==> config.mk <==
export PLATFORM = sky130hd
export DESIGN_NAME = keypad_scanner
export DESIGN_NICKNAME = d
export VERILOG_FILES = /design/src/rtl/keypad_pkg.sv /design/src/rtl/scan_tick_gen.sv /design/src/rtl/keypad_scanner.sv
export SDC_FILE = /design/constraint.sdc
export NUM_CORES = 1
export LEC_CHECK = 0
export CORE_ASPECT_RATIO = 0.5
export CORE_MARGIN = 2
export CORE_UTILIZATION = 62
export CTS_CLUSTER_DIAMETER = 50
export DETAILED_ROUTE_END_ITERATION = 7
export PLACE_DENSITY = 0.85
export SETUP_SLACK_MARGIN = 0.3
export SLEW_MARGIN = 20
export SYNTH_ARGS = -nofsm -noshare
export SYNTH_HDL_FRONTEND = slang
export SYNTH_SLANG_ARGS = --single-unit
==> constraint.sdc <==
create_clock -name clock -period 8.6 [get_ports clock]
set_input_delay 2.15 -clock clock [delete_from_list [all_inputs] [get_ports clock]]
set_output_delay 2.15 -clock clock [all_outputs]
set_load 0.01 [all_outputs]
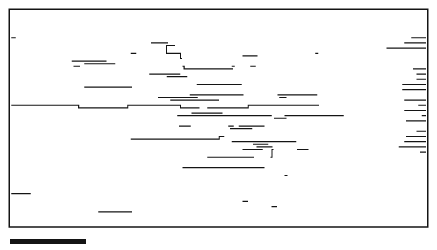
Figure 1: run 1, met3 routing.
The bar under the picture is 20 um long.
The layer holds 6.6% of the routed length. The wires run mostly horizontal.
met3 Use GR: 0.0778
final wirelength: 7.16 mm
DR vias: 2546

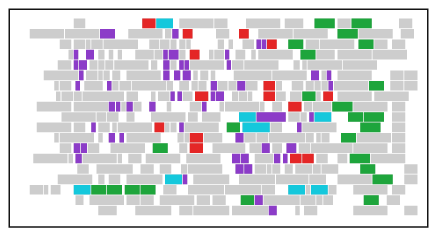
Figure 2: run 1, gate families picked out.
multiplexers: drawn in green, cells 24, most used mux2_2. NAND gates: drawn in purple, cells 57, most used nand2_1. adder and majority cells: drawn in cyan, cells 8, most used ha_1. AND-OR and OR-AND gates: drawn in red, cells 15, most used a21o_1.
most frequent logic cell in the layout: dfrtp_1
fin cells: 419
Comb/total area: 0.425

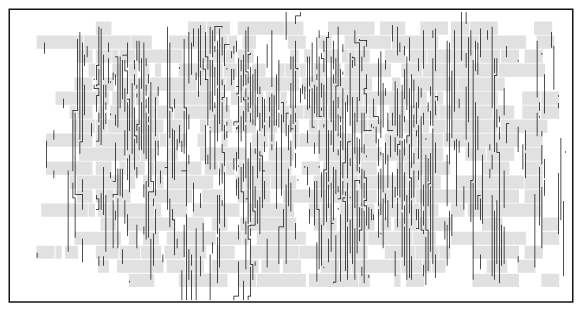
Figure 3: run 1, the metal 2 layer.
The layer holds 48% of the routed length. The wires run mostly vertical. The layer carries 3410 um of wire. 322 nets have wire on it.
met2 Resource Use GR: 0.410

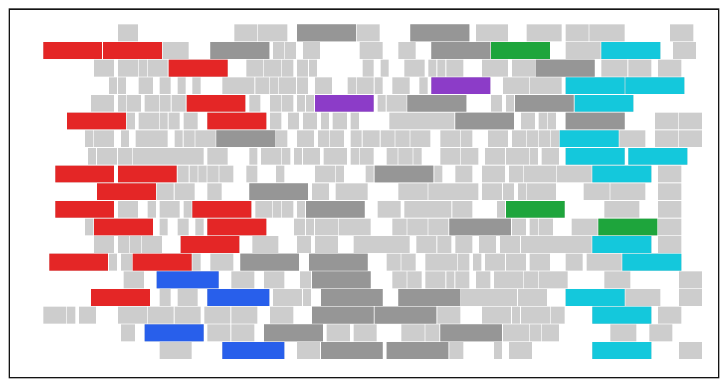
Figure 4: run 1, sequential cells grouped by signal name.
`u_tick.count`: drawn in red, flops 17. `digits`: drawn in cyan, flops 13. `state`: drawn in purple, flops 2. `key_code`: drawn in green, flops 3. `col_n`: drawn in blue, flops 4.
post-layout util: 0.734
register share of the cell area: 0.408
Seq power: 307 uW

==> Changelog: implementation, run 1 <==
## Implementation

- Syn-to-layout area delta: 15.6%
- CP most frequent cell: ha_1
- Cell count after placement: 403
- Chip area: 6170 sq um
- Comb pwr share: 0.084
- Via/cell ratio: 6.08
- Rel. slew slack: 0.463
- Setup violations, final: 0
- Tcrit/Tclk final: 0.507
- Antenna Violating Nets Remaining: 0
- GRT Total Usage: 0.259
- Worst Path Buf+Inv: 2
- Port Buf Inserts: 31
- Crit. path cell count: 13
- Total Power: 639 uW
- YS chip area: 3420 sq um
- CP endpoint kind: register
- First-pass GRT wire length: 12.0 mm
- Worst Hold Depth: 0
- Pwr dens: 161 nW/um^2
- Total core area: 5400 sq um
- Setup bufs post-CTS: 0
- WP data required: 8.82 ns
- Final Cell Area: 3960 sq um
- H-tree depth: 3
- Register share after synthesis: 0.472
- Fp util: 0.635
- Share of cells above drive strength 1: 0.176
- Clock Path Buffers: 2
- Final hold vios: 0
- Crit Path Class: reg2reg
- Top cells by count, synth: dfrtp_1, nand2_1, nor2_1, mux2_2, nand3_1
- Ys flops: 64
- Worst setup margin: 4.24 ns
- Area after DPL: 3750 sq um
- GP Congestion: 0.894
- Combinational power: 53.8 uW
- Crit path max-delay family: adder cells
- Area of the multi-input gates: 1680 sq um
- Clock network power: 278 uW
- Most common cell in the netlist: dfrtp_1
- Fmax: 229 MHz
- Crit path cell chain: inv_1 -> ha_1 -> xnor2_1 -> ha_1 -> nor2_1 -> a31o_2 -> inv_2 -> fa_1 -> xor3_1 -> nand3_1 -> a2111oi_4 -> nand4_4 -> mux2_4
- Fin. max-slew vios: 0
- Status: finished clean
- Top Ports: 32
- DRC violations left: 0
- Max reg flops: 17
- Max-Cap Viols: 0
- Tmin final: 4.36 ns
- Floorplan net count: 326
- Die H: 56.6 um
- DR WL/cell: 17.1 um
- Post_cts resized: 0
- Num CTS Buffers: 9
- Critical Path Fanout Max: 18
- Core Rows: 19
- Worst-Margin Slew: 0.806 ns
- Crit path largest cell delay: 0.56 ns
- Pleak: 1.77 nW
- Nets@finish: 355
- Hold Slack: 0.365 ns
- Syn Area/Cell: 11.0 sq um
- Most numerous logic cells after layout: dfrtp_1, clkdlybuf4s50_1, nand2_1
- Cts hold-fix bufs: 0
- WP data arrival: 4.58 ns
==> run 1: routing by layer <==
layer	share of wire	GRT usage	routed length, um	vias up
li1	-	-	-	1182
met5	0	0	0	-
met4	0.022	0.126	161	0
met1	0.44	0.327	3120	1255
met3	0.065	0.0778	469	17
met2	0.48	0.410	3410	92
==> run 1: cells by family after synthesis <==
kind of cell,Yosys count,synth area share
buf+inv,25,0.0373
compound gates,54,0.122
simple gates,116,0.188
flops,64,0.472
fa+ha+maj,8,0.0314
mux,24,0.0866
xor+xnor,21,0.0625
==> run 1: area by class of cell <==
class,instances,share of cell area
well taps,73,0.0231
clock buffers,10,0.0322
multi-input cells,223,0.425
inverters,11,0.0104
flip-flops and latches,64,0.408
repair buffers,32,0.0803
clock inverters,6,0.0212
Figure 5. Routing congestion (run 1).
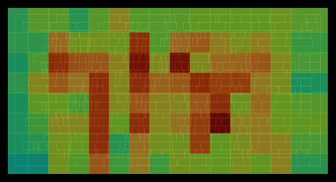

==> run 2, diff against run 1 <==
--- a/config.mk
+++ b/config.mk
@@ -7,10 +7,10 @@
 export LEC_CHECK = 0
 export CORE_ASPECT_RATIO = 0.5
 export CORE_MARGIN = 2
-export CORE_UTILIZATION = 62
+export CORE_UTILIZATION = 57
 export CTS_CLUSTER_DIAMETER = 50
 export DETAILED_ROUTE_END_ITERATION = 7
-export PLACE_DENSITY = 0.85
+export PLACE_DENSITY = 0.79
 export SETUP_SLACK_MARGIN = 0.3
 export SLEW_MARGIN = 20
 export SYNTH_ARGS = -nofsm -noshare
==> constraint.sdc (replaced) <==
create_clock -name clock -period 4.6 [get_ports clock]
set_input_delay 1.15 -clock clock [delete_from_list [all_inputs] [get_ports clock]]
set_output_delay 1.15 -clock clock [all_outputs]
set_load 0.01 [all_outputs]
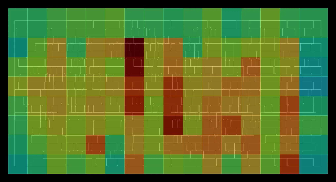
Figure 6: run 2, routing congestion.
GRT Total Usage: 0.232
DR WL/cell: 16.6 um
GR Util met1: 0.306

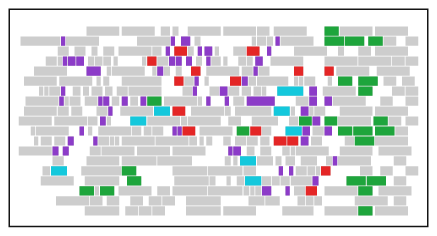
Figure 7: run 2, gate families picked out.
adder and majority cells: drawn in cyan, cells 8, most used ha_1. AND-OR and OR-AND gates: drawn in red, cells 15, most used a21o_1. NAND gates: drawn in purple, cells 57, most used nand2_1. multiplexers: drawn in green, cells 24, most used mux2_2.
fin cells: 421
Comb/total area: 0.409

==> run 2 against run 1 <==
  * Die area up 8.3%
  * Critical path type unchanged
  * Largest power group is now the clock network
  * Final area up 4.3%
  * Clock-buffer cell count down 1
  * Area after synthesis unchanged
  * Cell count up 0.48%
  * Fmax up 5.7%
==> Changelog: implementation, run 2 <==
## Implementation

- Status: finished clean
- Most common cell in the netlist: dfrtp_1
- Fraction of synthesized cell area in xor and xnor cells: 0.0625 (unchanged)
- Fmax: 243 MHz (+5.7%)
- Max reg flops: 17 (unchanged)
- GP Congestion: 0.886 (-0.97%)
- Crit path max-delay family: adder cells
- Tap cell count: 73 (unchanged)
- Register share of the cell area: 0.391 (-0.0168)
- First-pass DRT Iterations: 4
- Port Buf Inserts: 31 (unchanged)
- Number of logic gates: 223 (unchanged)
- Post-Synth AOI/OAI Area: 0.122 (unchanged)
- Ys cells: 312
- Fin. max-slew vios: 0 (unchanged)
- Tmin final: 4.12 ns (-0.235 ns)
- Worst Hold Depth: 0 (unchanged)
- Fraction of cell area in non-clock buffers: 0.0836 (+0.00336)
- Register share after synthesis: 0.472 (unchanged)
- DR vias: 2472 (-2.9%)
- Main logic family: simple AND/OR/NAND/NOR gates
- Area fraction in mux cells: 0.0866 (unchanged)
- Antenna Violating Nets Remaining: 0 (unchanged)
- Worst setup margin: 0.476 ns (-3.77 ns)
- Top Ports: 32 (unchanged)
- Core Rows: 19 (unchanged)
- Share of cells above drive strength 1: 0.187 (+0.0105)
- Non-clk invs: 11 (unchanged)
- Worst-Margin Slew: 0.707 ns (-0.0995 ns)
- Syn-to-layout area delta: 20.6%
- Flop count: 64 (unchanged)
- Crit path cell chain: inv_1 -> ha_1 -> xnor2_2 -> ha_1 -> nor2_1 -> a31o_2 -> inv_2 -> fa_1 -> xor3_1 -> nand3_1 -> a2111oi_4 -> nand4_4 -> buf_12 -> mux2_4
- Crit. path cell count: 14 (+1)
- Total Power: 1.45 mW (+130%)
- Comb pwr share: 0.071 (-0.013)
- Signal buffers: 34 (+6.3%)
- WP data arrival: 4.33 ns (-0.25 ns)
- Clk latency late pin: 0.33 ns
- Clock Path Buffers: 2 (unchanged)
- Pwr dens: 351 nW/um^2 (+120%)
- YS chip area: 3420 sq um (unchanged)
- Chip area: 6680 sq um (+8.3%)
- Floorplan net count: 326 (unchanged)
- Most frequent logic cell in the layout: dfrtp_1
- Top cells by count, synth: dfrtp_1, nand2_1, nor2_1, mux2_2, nand3_1
- Total core area: 5630 sq um (+4.4%)
- Via/cell ratio: 5.87 (-3.4%)
- Combinational power: 103 uW (+91%)
- CP most frequent cell: ha_1
- Cell count after placement: 404 (+0.25%)
- Most numerous logic cells after layout: dfrtp_1, clkdlybuf4s50_1, nand2_1
- Syn Area/Cell: 11.0 sq um (unchanged)
- Final clock-cell share: 0.0836 (+0.0302)
- Pleak: 1.84 nW (+4.4%)
- Critical Path Fanout Max: 18 (unchanged)
- Die H: 58.8 um (+4.0%)
- Switching portion of total power: 0.214
- Tcrit/Tclk final: 0.896 (+0.390)
- Fp util: 0.608 (-0.0268)
- WP data required: 4.81 ns (-4.01 ns)
- CP endpoint kind: register
- Adder share: 0.0314 (unchanged)
- Clock buffer cells: 9 (-1)
- Num CTS Buffers: 9 (unchanged)
- H-tree depth: 3 (unchanged)
- Area of the multi-input gates: 1690 sq um (+0.52%)
- Nets@finish: 357 (+0.56%)
- Final hold vios: 0 (unchanged)
- Worst Path Buf+Inv: 3 (+1)
- Final wirelength: 6.98 mm (-2.5%)
## run 2: routing by layer
| metal | GRT usage | vias up | routed length [um] |
|---|---|---|---|
| li1 | - | 1181 | - |
| met1 | 0.306 | 1202 | 3190 |
| met2 | 0.379 | 80 | 3200 |
| met3 | 0.0721 | 9 | 521 |
| met4 | 0.0662 | 0 | 70 |
| met5 | 0 | - | 0 |
## run 2: through the flow
step / hold WS, ns / area, sq um
after floorplan: 0.345 / 3420
after global placement: 0.347 / 3750
after detailed placement: 0.347 / 3750
after CTS: 0.354 / 4100
after global routing: 0.361 / 4130
final: 0.353 / 4130
## run 2: what timing repair did
action | 4_1_cts | 5_1_grt
endpoints found under the setup margin | 0 | 18
resized | 0 | 2
hold buffers | 0 | 0
setup buffers | 0 | 1
Power is estimated from default activity; no workload was simulated.
